**Run 1: metal 3**

Scale: 3 px per um.
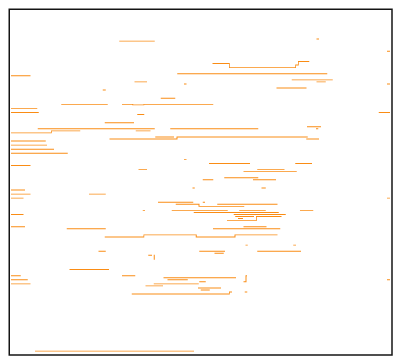
**Run 1: placement view**

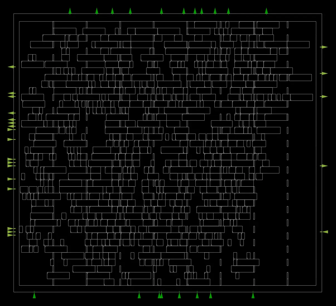
**Run 1: met2 routing**

Scale: 2 px per um. Cells faint in the background.
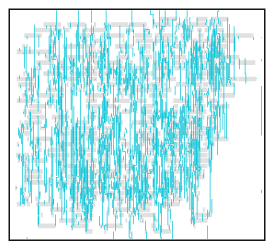
$ cat src/rtl/booth_seq_ctrl.sv
`default_nettype none
// ============================================================================
// Module      : booth_seq_ctrl
// Description : Sequential radix-4 Booth multiplier, 8x8 signed -> 16-bit.
//               Operands are captured and Booth-encoded at start. One digit
//               is accumulated per cycle. Zero digits can optionally be
//               skipped so that they cost no cycle.
// Revision    : 1.0 - initial release
// ============================================================================
module booth_seq_ctrl #(
  parameter bit SKIP_ZERO = 1'b1
) (
  input  logic        clk,
  input  logic        rst,
  input  logic        start,
  input  logic [7:0]  a,
  input  logic [7:0]  b,
  output logic        ready,
  output logic        busy,
  output logic        done,
  output logic [15:0] y,
  output logic [2:0]  digits_used
);

  typedef enum logic [1:0] {
    IDLE = 2'd0,
    CALC = 2'd1,
    DONE = 2'd2
  } state_t;

  state_t          state, state_nxt;
  logic [7:0]      a_reg;
  logic [3:0][2:0] digs;        // signed Booth digit values, -2..+2
  logic [3:0]      pending;     // digits still to be visited
  logic [15:0]     acc;
  logic [2:0]      cnt;

  logic [8:0]      b_ext;
  logic [3:0][2:0] enc_digs;
  logic [3:0]      enc_zero;
  logic [3:0]      init_mask;
  logic            accept;
  logic [1:0]      cur_idx;
  logic [3:0]      pending_nxt;
  logic            last;
  logic [15:0]     a_shift;
  logic [15:0]     term;
  logic [15:0]     acc_sum;

  // Map a Booth triple (b[2i+1], b[2i], b[2i-1]) to its digit value.
  function automatic logic [2:0] booth_enc(input logic [2:0] t);
    case (t)
      3'b001, 3'b010: booth_enc = 3'b001;  // +1
      3'b011:         booth_enc = 3'b010;  // +2
      3'b100:         booth_enc = 3'b110;  // -2
      3'b101, 3'b110: booth_enc = 3'b111;  // -1
      default:        booth_enc = 3'b000;  // 000 / 111
    endcase
  endfunction

  // Encode the incoming multiplier; digits that will be visited form the mask.
  always_comb begin
    b_ext    = {b, 1'b0};
    enc_digs = '0;
    enc_zero = '0;
    for (int i = 0; i < 4; i++) begin
      enc_digs[i] = booth_enc(b_ext[2*i+2 -: 3]);
      enc_zero[i] = (b_ext[2*i+2 -: 3] == 3'b000) || (b_ext[2*i+2 -: 3] == 3'b111);
    end
    init_mask = SKIP_ZERO ? ~enc_zero : 4'hF;
  end

  // Pick the lowest pending digit and form its partial product.
  always_comb begin
    cur_idx = 2'd0;
    for (int i = 3; i >= 0; i--) begin
      if (pending[i]) cur_idx = 2'(i);
    end
    pending_nxt = pending & ~(4'b0001 << cur_idx);
    last        = (pending_nxt == 4'b0000);
    a_shift     = {{8{a_reg[7]}}, a_reg} << {cur_idx, 1'b0};
    case (digs[cur_idx])
      3'b001:  term = a_shift;
      3'b010:  term = a_shift << 1;
      3'b110:  term = -(a_shift << 1);
      3'b111:  term = -a_shift;
      default: term = 16'h0000;
    endcase
    acc_sum = acc + term;
  end

  // State register.
  always_ff @(posedge clk or posedge rst) begin
    if (rst) state <= IDLE;
    else     state <= state_nxt;
  end

  // Next-state and status outputs; start is honoured outside CALC only.
  always_comb begin
    state_nxt = state;
    busy      = 1'b0;
    ready     = 1'b1;
    done      = 1'b0;
    accept    = 1'b0;
    case (state)
      IDLE: begin
        accept = start;
        if (start) state_nxt = (init_mask == 4'b0000) ? DONE : CALC;
      end
      CALC: begin
        busy  = 1'b1;
        ready = 1'b0;
        if (last) state_nxt = DONE;
      end
      DONE: begin
        done   = 1'b1;
        accept = start;
        if (start) state_nxt = (init_mask == 4'b0000) ? DONE : CALC;
        else       state_nxt = IDLE;
      end
      default: state_nxt = IDLE;
    endcase
  end

  // Operand capture, accumulation and result registers.
  always_ff @(posedge clk or posedge rst) begin
    if (rst) begin
      a_reg       <= '0;
      digs        <= '0;
      pending     <= '0;
      acc         <= '0;
      cnt         <= '0;
      y           <= '0;
      digits_used <= '0;
    end else if (accept) begin
      a_reg   <= a;
      digs    <= enc_digs;
      pending <= init_mask;
      acc     <= '0;
      cnt     <= '0;
      // Nothing to visit: the result is final right away.
      if (init_mask == 4'b0000) begin
        y           <= '0;
        digits_used <= '0;
      end
    end else if (state == CALC) begin
      acc     <= acc_sum;
      pending <= pending_nxt;
      cnt     <= cnt + 3'd1;
      if (last) begin
        y           <= acc_sum;
        digits_used <= cnt + 3'd1;
      end
    end
  end

endmodule
`default_nettype wire

$ cat config.mk
export PLATFORM = sky130hd
export DESIGN_NAME = booth_seq_ctrl
export DESIGN_NICKNAME = d
export VERILOG_FILES = /design/src/rtl/booth_seq_ctrl.sv
export SDC_FILE = /design/constraint.sdc
export NUM_CORES = 1
export LEC_CHECK = 0
export ABC_CLOCK_PERIOD_IN_PS = 3820
export CORE_ASPECT_RATIO = 0.9
export CORE_MARGIN = 2
export CORE_UTILIZATION = 35
export CTS_CLUSTER_DIAMETER = 50
export CTS_CLUSTER_SIZE = 8
export DETAILED_ROUTE_END_ITERATION = 7
export DONT_BUFFER_PORTS = 1
export GPL_TIMING_DRIVEN = 0
export HOLD_SLACK_MARGIN = 0.05
export PLACE_DENSITY_LB_ADDON = 0.15
export SLEW_MARGIN = 20
export SYNTH_ARGS = -nofsm -noshare
export SYNTH_HDL_FRONTEND = slang
export SYNTH_SLANG_ARGS = --single-unit
$ cat constraint.sdc
create_clock -name clk -period 3.82 [get_ports clk]
set_clock_uncertainty 0.1 [all_clocks]
set_input_delay 1.146 -clock clk [delete_from_list [all_inputs] [get_ports clk]]
set_output_delay 1.146 -clock clk [all_outputs]
set_load 0.01 [all_outputs]
==> run notes, run 1 <==
The flow run is done. For the worst-skew pair, the clock arrives at the later sink with an insertion delay of 350 ps. Relative slew slack landed at 37.8%. The synthesis log from Yosys contains 0 warnings. The final reports fail on setup timing.

Recorded from the global router log, the overflow total was 0. Post-CTS setup repair buffer count landed at 54. Clock tree buffers and inverters occupy 4.83% of the routed design's cell area.

RePlAce ended its routability-driven mode at a weighted congestion of 0.915. Among all stages on the critical path, the largest delay is contributed by or4b_4. In this run the critical register-to-register path is launched from pending[1]$_DFFE_PP0P_.

The first global-routing pass estimated 26,100 um of wire. The finished design was reported to have a net count of 707. STA classifies the critical path endpoint as a flip-flop. Number of resized instances in the post-cts repair step landed at 81. Pins over their slew limit in the final report were tallied at 0. Signal nets in the final route climb as high as met4. For this run, the detailed router reports a per-instance via density of 5.77. Sorting the synthesis cell report by count puts at the top nand2_1. The final timing report gives a worst setup slack of -290 ps. STA classifies the critical path startpoint as a flip-flop. The run finished, with violations left. In the final report, the number of endpoints failing setup comes to 11. Async set-reset flop share out of synthesis landed at 100%.
Notes on 'metal 3' above:
nets with wire on the layer: 68
wire length on this layer: 1,030 um
share of all routed wire: 6.0%
main direction: horizontal
total routed wirelength: 17,100 um
GRT met3 Usage: 5.35%
vias post-DR: 4,865

Notes on 'placement view' above:
area of the core: 13,300 um2
layout sequential cell count: 63
Layout fillers: 1,246
Layout Utilization: 51.3%
number of non-filler instances in the completed layout: 843

Notes on 'met2 routing' above:
nets with wire on the layer: 618
share of all routed wire: 47%
wire length on this layer: 8,100 um
longest straight run: 58.8 um
main direction: vertical
met2 usage in global routing: 38.1%

==> run 1 -> run 2 <==
Settings changed: TNS_END_PERCENT set to 10.
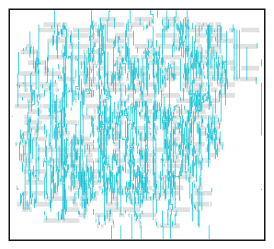
**Above:** run 2 (met2 routing).
Scale: 2 px per um. Cells faint in the background.
longest straight run: 42.5 um
wire length on this layer: 6,940 um
share of all routed wire: 44%
vias post-DR: 4,667
total routed wirelength: 15,700 um

==> run 2 against run 1 <==
The run still ends with setup timing left; final cell count decreased by 4.2%; non-clock buffer count decreased by 35; clock-buffer cell count increased by 1; fmax decreased by 0.63%; design area decreased by 6.1%; sequential share of layout area increased by 1.5 points; via count decreased by 4.1%; global-route usage decreased by 0.91 points; worst hold slack got worse by 3.7 ps; core utilization decreased by 3.1 points.
==> run notes, run 2 <==
The flow run is done. The script logs the ratio of routed vias to standard cells as 5.78. Yosys instantiated no cell more often than nand2_1.

Clock network area share landed at 5.52%. The region available for standard cell placement spans 13,300 um2. For met3 alone, demand over resource in global routing was 6.05%. The worst setup path is captured at a flip-flop. The checks that failed: setup timing. Flop count landed at 63. The worst setup path is launched from a flip-flop.

The last timing report of the flow puts the setup violation total at 11. Setup slack of the critical path after layout landed at -316 ps. Final weighted congestion of routability-driven global placement landed at 0.909. The number of gates resized after CTS was 64. Summing every instance area after synthesis gives 4770 um2. First-pass GRT wire length landed at 25,100 um. Yosys reported that registers with async set or reset make up 100%.

For reference, the final report shows the max-slew violation count at 0. Clock tree synthesis selected as its root buffer the cell clkbuf_16. Count of placed standard cells in the final layout, fillers left out landed at 808.

Post-CTS setup repair buffer count landed at 37. STA lists the maximum fanout along the critical path as 8. Filler cell count in the final layout landed at 1,250. Among the non-sequential cells, AND-OR/OR-AND gates take the most area. The run finished, with violations left. The total overflow left after global routing is 0.

Cell depth of the worst flop-to-flop path landed at 19. Synthesized chip area reported by yosys landed at 4770 um2. Required time of the critical path landed at 3990 ps.

On met2, the global router reports a usage of 34.1%. Relative slew slack landed at 38.4%. Routed signal wires occupy layers up through met4. At the end of the flow the core is filled with cells to 48.2%. The startpoint identified for the worst register-to-register timing path is pending[0]$_DFFE_PP0P_. Entering global routing, the biggest net connects 41 pins.

For this design, the slowest cell found on the critical path is dfrtp_1. Final layout net count landed at 672.
